`src/rtl/mmu_pkg.sv`:
```
// Shared types and constants for the 68k-style MMU/TLB: FSM state encoding,
// supervisor region boundaries and fixed-map page bases.
package mmu_pkg;

  typedef enum logic [1:0] {
    IDLE = 2'd0,
    WALK = 2'd1,
    RESP = 2'd2
  } state_e;

  // Exclusive upper bounds of each supervisor region (virtual page, 12 bits)
  localparam logic [11:0] REG_LOW_END  = 12'h400;
  localparam logic [11:0] REG_MID_END  = 12'h800;
  localparam logic [11:0] REG_IO0_END  = 12'h900;
  localparam logic [11:0] REG_IO1_END  = 12'h980;
  localparam logic [11:0] REG_IO2_END  = 12'hA00;
  localparam logic [11:0] REG_WIN1_END = 12'hB00;
  localparam logic [11:0] REG_WIN2_END = 12'hC00;

  localparam logic [15:0] BASE_LOW  = 16'h8000;
  localparam logic [15:0] BASE_MID  = 16'h4000;
  localparam logic [15:0] BASE_IO0  = 16'h0300;
  localparam logic [15:0] BASE_IO1  = 16'h0100;
  localparam logic [15:0] BASE_IO2  = 16'h0200;
  localparam logic [15:0] BASE_HIGH = 16'h3000;

endpackage

```
`src/rtl/mmu_super_map.sv`:
```
// Combinational supervisor fixed map: virtual page -> physical page, with two
// software-selectable 256-page windows.
module mmu_super_map
  import mmu_pkg::*;
(
  input  logic [11:0] addr_in,
  input  logic [7:0]  map_1,
  input  logic [7:0]  map_2,
  output logic [15:0] page
);

  always_comb begin
    page = '0;
    if (addr_in < REG_LOW_END)
      page = BASE_LOW | {4'h0, addr_in};
    else if (addr_in < REG_MID_END)
      page = BASE_MID + {4'h0, addr_in - REG_LOW_END};
    else if (addr_in < REG_IO0_END)
      page = BASE_IO0 | {8'h00, addr_in[7:0]};
    else if (addr_in < REG_IO1_END)
      page = BASE_IO1 | {9'h000, addr_in[6:0]};
    else if (addr_in < REG_IO2_END)
      page = BASE_IO2 | {9'h000, addr_in[6:0]};
    else if (addr_in < REG_WIN1_END)
      page = {map_1, addr_in[7:0]};
    else if (addr_in < REG_WIN2_END)
      page = {map_2, addr_in[7:0]};
    else
      page = BASE_HIGH | {4'h0, addr_in};
  end

endmodule

```
`src/rtl/mmu_tlb.sv`:
```
// Fully-associative TLB with supervisor fixed map and page-table walk on user miss.
// Optional hit/miss statistics counters are built when MMU_TLB_STATS_EN is defined.
module mmu_tlb
  import mmu_pkg::*;
#(
  parameter int unsigned TLB_ENTRIES = 4,
  parameter int unsigned TASK_W      = 4
) (
  input  logic                clk,
  input  logic                rst_n,
  input  logic                req_valid,
  output logic                req_ready,
  input  logic [11:0]         addr_in,
  input  logic [2:0]          fc,
  input  logic [TASK_W-1:0]   user_map,
  input  logic [7:0]          supervisor_map_1,
  input  logic [7:0]          supervisor_map_2,
  input  logic                flush,
  output logic                table_rd,
  output logic [TASK_W+11:0]  table_addr,
  input  logic [15:0]         table_data,
  input  logic                table_ack,
  output logic                rsp_valid,
  input  logic                rsp_ready,
  output logic [15:0]         addr_out
`ifdef MMU_TLB_STATS_EN
  ,
  output logic [15:0]         hit_count,
  output logic [15:0]         miss_count
`endif
);

  localparam int unsigned TAG_W = TASK_W + 12;
  localparam int unsigned PTR_W = (TLB_ENTRIES > 1) ? $clog2(TLB_ENTRIES) : 1;

  state_e state_q, state_d;

  logic [TLB_ENTRIES-1:0] valid_q;
  logic [TAG_W-1:0]       tag_q  [TLB_ENTRIES];
  logic [15:0]            page_q [TLB_ENTRIES];
  logic [PTR_W-1:0]       ptr_q;
  logic [TAG_W-1:0]       walk_tag_q;
  logic                   kill_q;
  logic [15:0]            addr_out_q;

  logic [TAG_W-1:0] lookup_tag;
  logic [15:0]      super_page;
  logic [15:0]      hit_page;
  logic             hit_any;
  logic             hit;
  logic             is_super;
  logic             accept;
  logic             fill_en;
  logic             unused_fc;

  assign lookup_tag = {user_map, addr_in};
  assign is_super   = fc[2];
  assign unused_fc  = ^fc[1:0];
  assign accept     = req_valid && req_ready;
  assign table_addr = walk_tag_q;
  assign addr_out   = addr_out_q;

  mmu_super_map u_super_map (
    .addr_in (addr_in),
    .map_1   (supervisor_map_1),
    .map_2   (supervisor_map_2),
    .page    (super_page)
  );

  always_comb begin
    hit_any  = 1'b0;
    hit_page = '0;
    for (int unsigned i = 0; i < TLB_ENTRIES; i++) begin
      if (valid_q[i] && (tag_q[i] == lookup_tag)) begin
        hit_any  = 1'b1;
        hit_page = hit_page | page_q[i];
      end
    end
    // A flush in the accept cycle wins over any stale match
    hit = hit_any && !flush;
  end

  always_ff @(posedge clk or negedge rst_n) begin
    if (!rst_n) state_q <= IDLE;
    else        state_q <= state_d;
  end

  always_comb begin
    state_d   = state_q;
    req_ready = 1'b0;
    rsp_valid = 1'b0;
    table_rd  = 1'b0;
    case (state_q)
      IDLE: begin
        req_ready = 1'b1;
        if (req_valid) state_d = (is_super || hit) ? RESP : WALK;
      end
      WALK: begin
        table_rd = 1'b1;
        if (table_ack) state_d = RESP;
      end
      RESP: begin
        rsp_valid = 1'b1;
        if (rsp_ready) state_d = IDLE;
      end
      default: state_d = IDLE;
    endcase
  end

  assign fill_en = (state_q == WALK) && table_ack && !kill_q && !flush;

  always_ff @(posedge clk or negedge rst_n) begin
    if (!rst_n) begin
      valid_q    <= '0;
      ptr_q      <= '0;
      walk_tag_q <= '0;
      kill_q     <= 1'b0;
      addr_out_q <= '0;
    end else begin
      if (flush)        valid_q        <= '0;
      else if (fill_en) valid_q[ptr_q] <= 1'b1;

      if (fill_en) begin
        if (ptr_q == PTR_W'(TLB_ENTRIES - 1)) ptr_q <= '0;
        else                                  ptr_q <= ptr_q + 1'b1;
      end

      if (accept && !is_super && !hit) begin
        walk_tag_q <= lookup_tag;
        kill_q     <= 1'b0;
      end else if ((state_q == WALK) && flush) begin
        kill_q <= 1'b1;
      end

      if (accept) addr_out_q <= is_super ? super_page : hit_page;
      else if ((state_q == WALK) && table_ack) addr_out_q <= table_data;
    end
  end

  // Entry contents need no reset: valid_q gates every use
  always_ff @(posedge clk) begin
    if (fill_en) begin
      tag_q[ptr_q]  <= walk_tag_q;
      page_q[ptr_q] <= table_data;
    end
  end

`ifdef MMU_TLB_STATS_EN
  logic [15:0] hit_cnt_q, miss_cnt_q;

  always_ff @(posedge clk or negedge rst_n) begin
    if (!rst_n) begin
      hit_cnt_q  <= '0;
      miss_cnt_q <= '0;
    end else if (accept && !is_super) begin
      if (hit) begin
        if (hit_cnt_q != '1) hit_cnt_q <= hit_cnt_q + 1'b1;
      end else begin
        if (miss_cnt_q != '1) miss_cnt_q <= miss_cnt_q + 1'b1;
      end
    end
  end

  assign hit_count  = hit_cnt_q;
  assign miss_count = miss_cnt_q;
`endif

endmodule
```
`config.mk`:
```
export PLATFORM = sky130hd
export DESIGN_NAME = mmu_tlb
export DESIGN_NICKNAME = d
export VERILOG_FILES = /design/src/rtl/mmu_pkg.sv /design/src/rtl/mmu_super_map.sv /design/src/rtl/mmu_tlb.sv
export SDC_FILE = /design/constraint.sdc
export NUM_CORES = 1
export LEC_CHECK = 0
export ABC_CLOCK_PERIOD_IN_PS = 3000
export CAP_MARGIN = 25
export CORE_MARGIN = 2
export CORE_UTILIZATION = 57
export CTS_BUF_LIST = sky130_fd_sc_hd__clkbuf_8
export CTS_CLUSTER_SIZE = 24
export DETAILED_ROUTE_END_ITERATION = 12
export PLACE_DENSITY = 0.82
export REMOVE_ABC_BUFFERS = 1
export SETUP_SLACK_MARGIN = 0.4
export SYNTH_ARGS = -nofsm -noshare
export SYNTH_HDL_FRONTEND = slang
export SYNTH_SLANG_ARGS = --single-unit
```
`constraint.sdc`:
```
create_clock -name clk -period 3 [get_ports clk]
set_clock_uncertainty 0.2 [all_clocks]
set_input_delay 0.3 -clock clk [delete_from_list [all_inputs] [get_ports clk]]
set_output_delay 0.3 -clock clk [all_outputs]
set_load 0.05 [all_outputs]
```
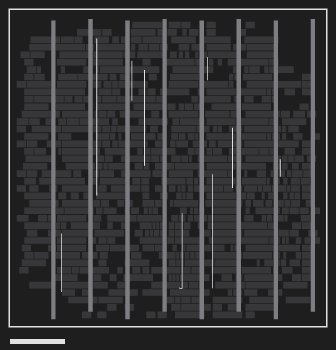
Fig. 1. Signal wires on met4 (run 1).
Bar = 20 um. Supply wires on this layer in grey.
nets with wire on the layer: 6
wire length on this layer: 233 um
share of all routed wire: 1.5%
longest straight run: 57.1 um
main direction: vertical

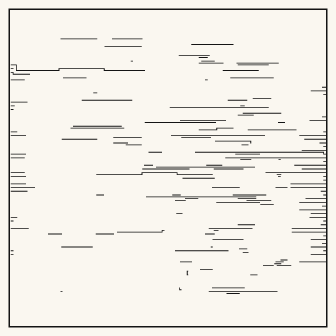
Fig. 2. The metal 3 layer (run 1).
main direction: horizontal
longest straight run: 46.9 um
wire length on this layer: 1300 um
share of all routed wire: 8.1%
nets with wire on the layer: 116
Vias: 4534
met3 usage: 5.753%

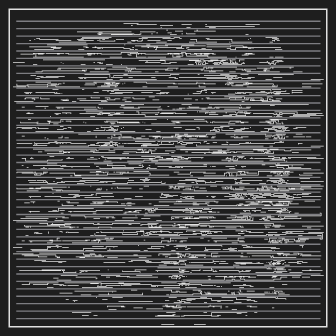
Fig. 3. M1 wires (run 1).
Supply wires on this layer in grey.
longest straight run: 46.5 um
main direction: horizontal
share of all routed wire: 42%
drt total wl: 15970 um
GR met1 Demand/Resource: 34.32%

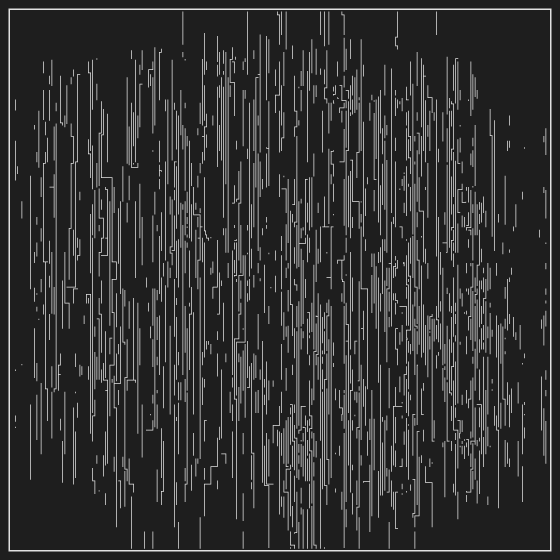
Fig. 4. Metal 2 (run 1).
longest straight run: 56.8 um
share of all routed wire: 48%
wire length on this layer: 7720 um
main direction: vertical
met2 usage: 39.84%

==> run 1: worst paths after layout <==
| path | from | slack, ps | cells after the start | endpoint |
|---|---|---|---|---|
| max in group asynchronous | rst_n | 2020 | 3 | table_addr[9]$_DFFE_PN0P_ |
| worst min-delay path | rst_n | 80 | 2 | addr_out[0]$_DFFE_PN0P_ |
| worst max-delay path | addr_in[0] | 410 | 9 | table_addr[10]$_DFFE_PN0P_ |
| worst min register to register | valid_q[2]$_DFFE_PN0P_ | 280 | 1 | valid_q[2]$_DFFE_PN0P_ |
| worst max register to register | tag_q[0][13]$_DFFE_PP_ | 460 | 8 | table_addr[10]$_DFFE_PN0P_ |
| min in group clk | addr_in[7] | 110 | 2 | table_addr[7]$_DFFE_PN0P_ |
==> flow_summary.json, run 1 <==
{
  "lay_top_count": "edfxtp_1",
  "critical_path.cell_chain": "clkdlybuf4s50_1, xor2_1, nor4_2, nand2_1, nor4_4, nor4_2, o21ba_1, buf_12, mux2_4",
  "dr.pass1.iters": 6,
  "crit_path_frequent_cell": "nor4_2",
  "cp_num_buf_inv": 2,
  "overflow": 0,
  "power_density_nw_per_um2": 795.4,
  "crit_slowest_cell": "clkdlybuf4s50_1",
  "cp-start-kind": "primary input",
  "ios": 92,
  "grt_max_degree": 31,
  "total_power_w": 0.006906,
  "layout-drive-gt1-share_pct": 16.03,
  "dp_slack_ps": -73.38,
  "gp_congestion": 0.8028,
  "cts.clk_slew.worst_paths_ps": 80,
  "buf_share_pct": 13.72,
  "antenna_cells": 0,
  "clockPowerShare_pct": 20.4,
  "fp.dieW_um": 115.6,
  "synth-xor-area-share_pct": 7.890,
  "cts_setup_buffers": 0,
  "placed_cells": 734,
  "final_area_um2": 8683,
  "mux_area_share_pct": 5.319,
  "cts_tree": "done",
  "cts.path.max_buffers": 2,
  "p_seq_w": 0.00322,
  "rows": 40,
  "path_max_fanout": 18,
  "n_clock_buffer": 18,
  "avgSynthCellArea_um2": 14.86,
  "relSlewSlack_pct": 65.16,
  "grt_pass1_vias": 4541,
  "num-fill-cells": 826,
  "pg_comb_w": 0.00228,
  "syn_inst": 478,
  "dr_wl_met3_um": 1297,
  "syn2layout_area_growth_pct": 22.23,
  "status": "finished clean",
  "worst_pin_slew_ps": 521.0,
  "p_int_w": 0.004463,
  "numCtsBuffers": 17,
  "grt_setup_unrepaired": "false",
  "hp-class": "in -> async",
  "maxCapViolCount": 0,
  "hold_viol": 0,
  "power_leakage_nw": 3.131,
  "clock_power_w": 0.00141,
  "drc_errors": 0,
  "drt_iter0_drc": 597,
  "largest_cell_class": "flip-flops and latches",
  "seqPwrFrac_pct": 46.6,
  "register_area_um2": 4870,
  "post-route-period-util_pct": 86.19,
  "finalNonFillerCells": 767,
  "logic_area_um2": 2042,
  "p_sw_share_pct": 35.37,
  "ys_chip_area_um2": 7104,
  "ys_seq_share_pct": 68.55,
  "async_flop_share_pct": 24.26,
  "end_kind": "flip-flop",
  "flop-count": 169,
  "grt_pass1_wl_um": 24430,
  "cts_hold_buffers": 1,
  "required_ps": 3140,
  "cts-root-buf": "clkbuf_8",
  "post_cts_resized": 0,
  "grt_usage_pct": 25.06,
  "ys_top_cells_by_area": "edfxtp_1 54%, dfrtp_1 14%, xnor2_1 6.9%, mux2_2 3.5%, a21oi_1 2.3%",
  "ys_warn_count": 0,
  "antenna_found_initial": 0,
  "holdWs_ps": 76.36,
  "ys.flops": 169,
  "yosysTopAreaCell": "edfxtp_1",
  "nNetsFinal": 647,
  "m1WireLength_um": 6717,
  "arrival_ps": 2730,
  "comb_area_share_pct": 23.52,
  "yosys.area_share.adder_pct": 0.7045,
  "clock-sinks": 169,
  "simple_gate_area_share_pct": 5.970,
  "ir_drop_v": 0.0006069,
  "route.met2.wl_um": 7718,
  "taps": 168,
  "synth.most_common_cell": "edfxtp_1",
  "busiest_layer": "met2",
  "yosysUniqueCellTypes": 38,
  "largestRegisters": "page_q x64, tag_q x64",
  "crit_family": "simple AND/OR/NAND/NOR gates",
  "sh_seq_area_pct": 56.08,
  "critPathKind": "in -> reg",
  "place_hpwl_um": 10530,
  "placedInstanceArea_um2": 8295,
  "portBuffers": 89,
  "top_cell_area_share_pct": 54.10,
  "synthAoiAreaFrac_pct": 8.595,
  "drv_slew": 0,
  "fmax_ghz": 0.3867,
  "core_um2": 12110,
  "synthFlopType": "edfxtp_1",
  "final_cell_mix": "128 x edfxtp_1, 82 x clkdlybuf4s50_1, 56 x xnor2_1",
  "setup_viol_count_final": 0,
  "ys_cells": 478,
  "comb_cells": 267,
  "n_all_inverters": 7,
  "dr.max_layer_used": "met4",
  "logic_family": "AND-OR/OR-AND gates",
  "cts.htree.levels": 4,
  "die_y_um": 115.6,
  "synth-edff-count": 128,
  "signal_buffers": 124
}
## Run 2: what changed since run 1
Settings changed: CAP_MARGIN 25 to unset.
==> run 2 against run 1 <==
  * Die size is the same
  * Via count is essentially flat
  * Synthesized cell count is the same
  * Critical path type unchanged
  * Highest routed layer unchanged
==> flow_summary.json, run 2 <==
{
  "layout-drive-gt1-share_pct": 16.39,
  "dr.max_layer_used": "met4",
  "nNetsFinal": 646,
  "core_um2": 12110,
  "required_ps": 3140,
  "syn_area_um2": 7104,
  "cts_setup_buffers": 0,
  "cts_hold_buffers": 1,
  "endpoint": "table_addr[10]$_DFFE_PN0P_",
  "num-fill-cells": 800,
  "synthAoiAreaFrac_pct": 8.595,
  "clockPowerShare_pct": 23.9,
  "arrival_ps": 2690,
  "cp.depth": 9,
  "largestRegisters": "page_q x64, tag_q x64",
  "final_cell_mix": "128 x edfxtp_1, 81 x clkdlybuf4s50_1, 55 x xnor2_1",
  "p_seq_w": 0.00322,
  "critical_path.cell_chain": "clkdlybuf4s50_1, xnor2_1, nand4_1, nor4_1, and3_1, nor4_2, o21ba_1, buf_12, mux2_4",
  "p_int_w": 0.004728,
  "power_leakage_nw": 3.162,
  "hold_start": "addr_in[7]",
  "die-area_um2": 13370,
  "avgSynthCellArea_um2": 14.86,
  "maxCapViolCount": 0,
  "dr.pass1.iters": 6,
  "register_area_um2": 4870,
  "synth.most_common_cell": "edfxtp_1",
  "synthFlopType": "edfxtp_1",
  "crit_start": "addr_in[8]",
  "final_area_um2": 8753,
  "yosys-top-cells-count": "128 x edfxtp_1, 56 x xnor2_1, 41 x dfrtp_1, 32 x a21oi_1, 22 x mux2_2",
  "grt_pass1_vias": 4610,
  "worst_pin_slew_ps": 1066,
  "syn_inst": 478,
  "openroad.warnings": 31,
  "critPathKind": "in -> reg",
  "worstReg2RegStart": "tag_q[0][13]$_DFFE_PP_",
  "yosysUniqueCellTypes": 38,
  "place_hpwl_um": 10420,
  "p_sw_share_pct": 34.55,
  "busiest_layer": "met2",
  "seqPwrFrac_pct": 44.6,
  "overflow": 0,
  "pwr-share-comb_pct": 31.6,
  "drt_iter0_drc": 517,
  "syn2layout_area_growth_pct": 23.21,
  "gp_congestion": 0.8028,
  "p_sw_w": 0.002496,
  "logic_area_um2": 2049,
  "power_density_nw_per_um2": 825.3,
  "min_period_ps": 2559,
  "cts_tree": "done",
  "r2r_slack_ps": 510,
  "synth-edff-count": 128,
  "yosys.area_share.adder_pct": 0.7045,
  "mux_area_share_pct": 5.319,
  "async_flop_share_pct": 24.26,
  "crit_slowest_cell": "clkdlybuf4s50_1",
  "met2_usage_pct": 40.94,
  "antenna_cells": 0,
  "drc_errors": 0,
  "cp-start-kind": "primary input",
  "lay_top_count": "edfxtp_1",
  "numCtsBuffers": 17,
  "hp-class": "in -> reg",
  "route.met2.wl_um": 7980,
  "antenna_found_initial": 0,
  "grt_use_met3_pct": 6.747,
  "post-route-period-util_pct": 85.31,
  "pg_comb_w": 0.00228,
  "ios": 92,
  "clock-sinks": 169,
  "cts-root-buf": "clkbuf_8",
  "initCoreUtil_pct": 58.66,
  "holdWs_ps": 109.5,
  "cts.path.max_buffers": 2,
  "hold_viol": 0,
  "ys_chip_area_um2": 7104,
  "vias": 4531,
  "finalWirelength_um": 16110,
  "avgRoutedWirePerCell_um": 21.03,
  "ir_drop_v": 0.0005769,
  "cp_num_buf_inv": 2,
  "worstRegToRegCells": 8,
  "yosysTopAreaCell": "edfxtp_1",
  "avgViaCountPerCell": 5.915,
  "path_max_fanout": 18,
  "clock_latency_ps": 450,
  "cp_slowest_stage_delay_ps": 710,
  "holdPathStages": 2,
  "reg2reg_to": "table_addr[10]$_DFFE_PN0P_",
  "drv_slew": 0,
  "dr_wl_met3_um": 1459,
  "die_y_um": 115.6,
  "ys_cells": 478,
  "post_cts_resized": 1,
  "ys_top_cells_by_area": "edfxtp_1 54%, dfrtp_1 14%, xnor2_1 6.9%, mux2_2 3.5%, a21oi_1 2.3%",
  "final_util_pct": 72.27,
  "finalWorstSetupSlack_ps": 440.8,
  "crit_family": "buffers and inverters",
  "end_kind": "flip-flop",
  "fmax_ghz": 0.3907,
  "dp_slack_ps": -95.80,
  "ys_seq_share_pct": 68.55,
  "setup_viol_count_final": 0,
  "power_leader": "sequential cells",
  "synth-xor-area-share_pct": 7.890,
  "ys.flops": 169,
  "status": "finished clean",
  "cts.htree.levels": 4,
  "logic_family": "AND-OR/OR-AND gates",
  "grt_pass1_wl_um": 24560,
  "placedInstanceArea_um2": 8275,
  "total_power_w": 0.007224,
  "grt_max_degree": 42,
  "relSlewSlack_pct": 28.91,
  "min_to": "table_addr[7]$_DFFE_PN0P_",
  "grt_util_met1_pct": 32.91,
  "clock_power_w": 0.00172,
  "top_cell_area_share_pct": 54.10,
  "grt_setup_unrepaired": "true",
  "portBuffers": 89,
  "ys_warn_count": 0,
  "cts.clk_slew.worst_paths_ps": 80,
  "rows": 40,
  "grt_usage_pct": 25.29,
  "fp.dieW_um": 115.6,
  "simple_gate_area_share_pct": 5.970,
  "m1WireLength_um": 6371,
  "postRouteAntennaNets": 0
}
run 2: cell counts after synthesis:
No cell type changed its count.
run 2: stage by stage:
| stage | setup TNS (ps) | std cells |
|---|---|---|
| after floorplan | -124280 | 443 |
| after global placement | -3.055 | 733 |
| after detailed placement | -1078 | 733 |
| after CTS | 0 | 766 |
| after global routing | 0 | 766 |
| final | 0 | 766 |
run 2: area by class of cell:
cell class	count	area share (%)
clock buffers	18	2.830
well taps	168	2.401
repair buffers	123	13.36
flip-flops and latches	169	55.63
multi-input cells	267	23.41
inverters	7	0.3002
clock inverters	14	2.058
run 2: worst reg2reg max path, cell delays in order, from the launching register on:
cell	delay [ps]
edfxtp_1	380
xnor2_1	200
nand4_1	160
nor4_1	400
and3_1	270
nor4_2	70
o21ba_1	210
buf_12	170
mux2_4	320
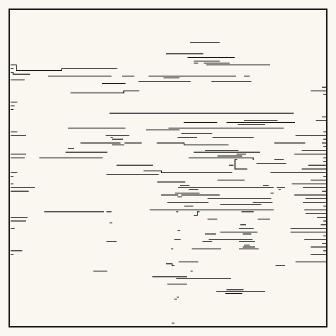
Fig. 5. The metal 3 layer (run 2).
nets with wire on the layer: 125
wire length on this layer: 1460 um
share of all routed wire: 9.1%
main direction: horizontal

Power figures rest on the tool's default switching activity, not on a simulated workload.
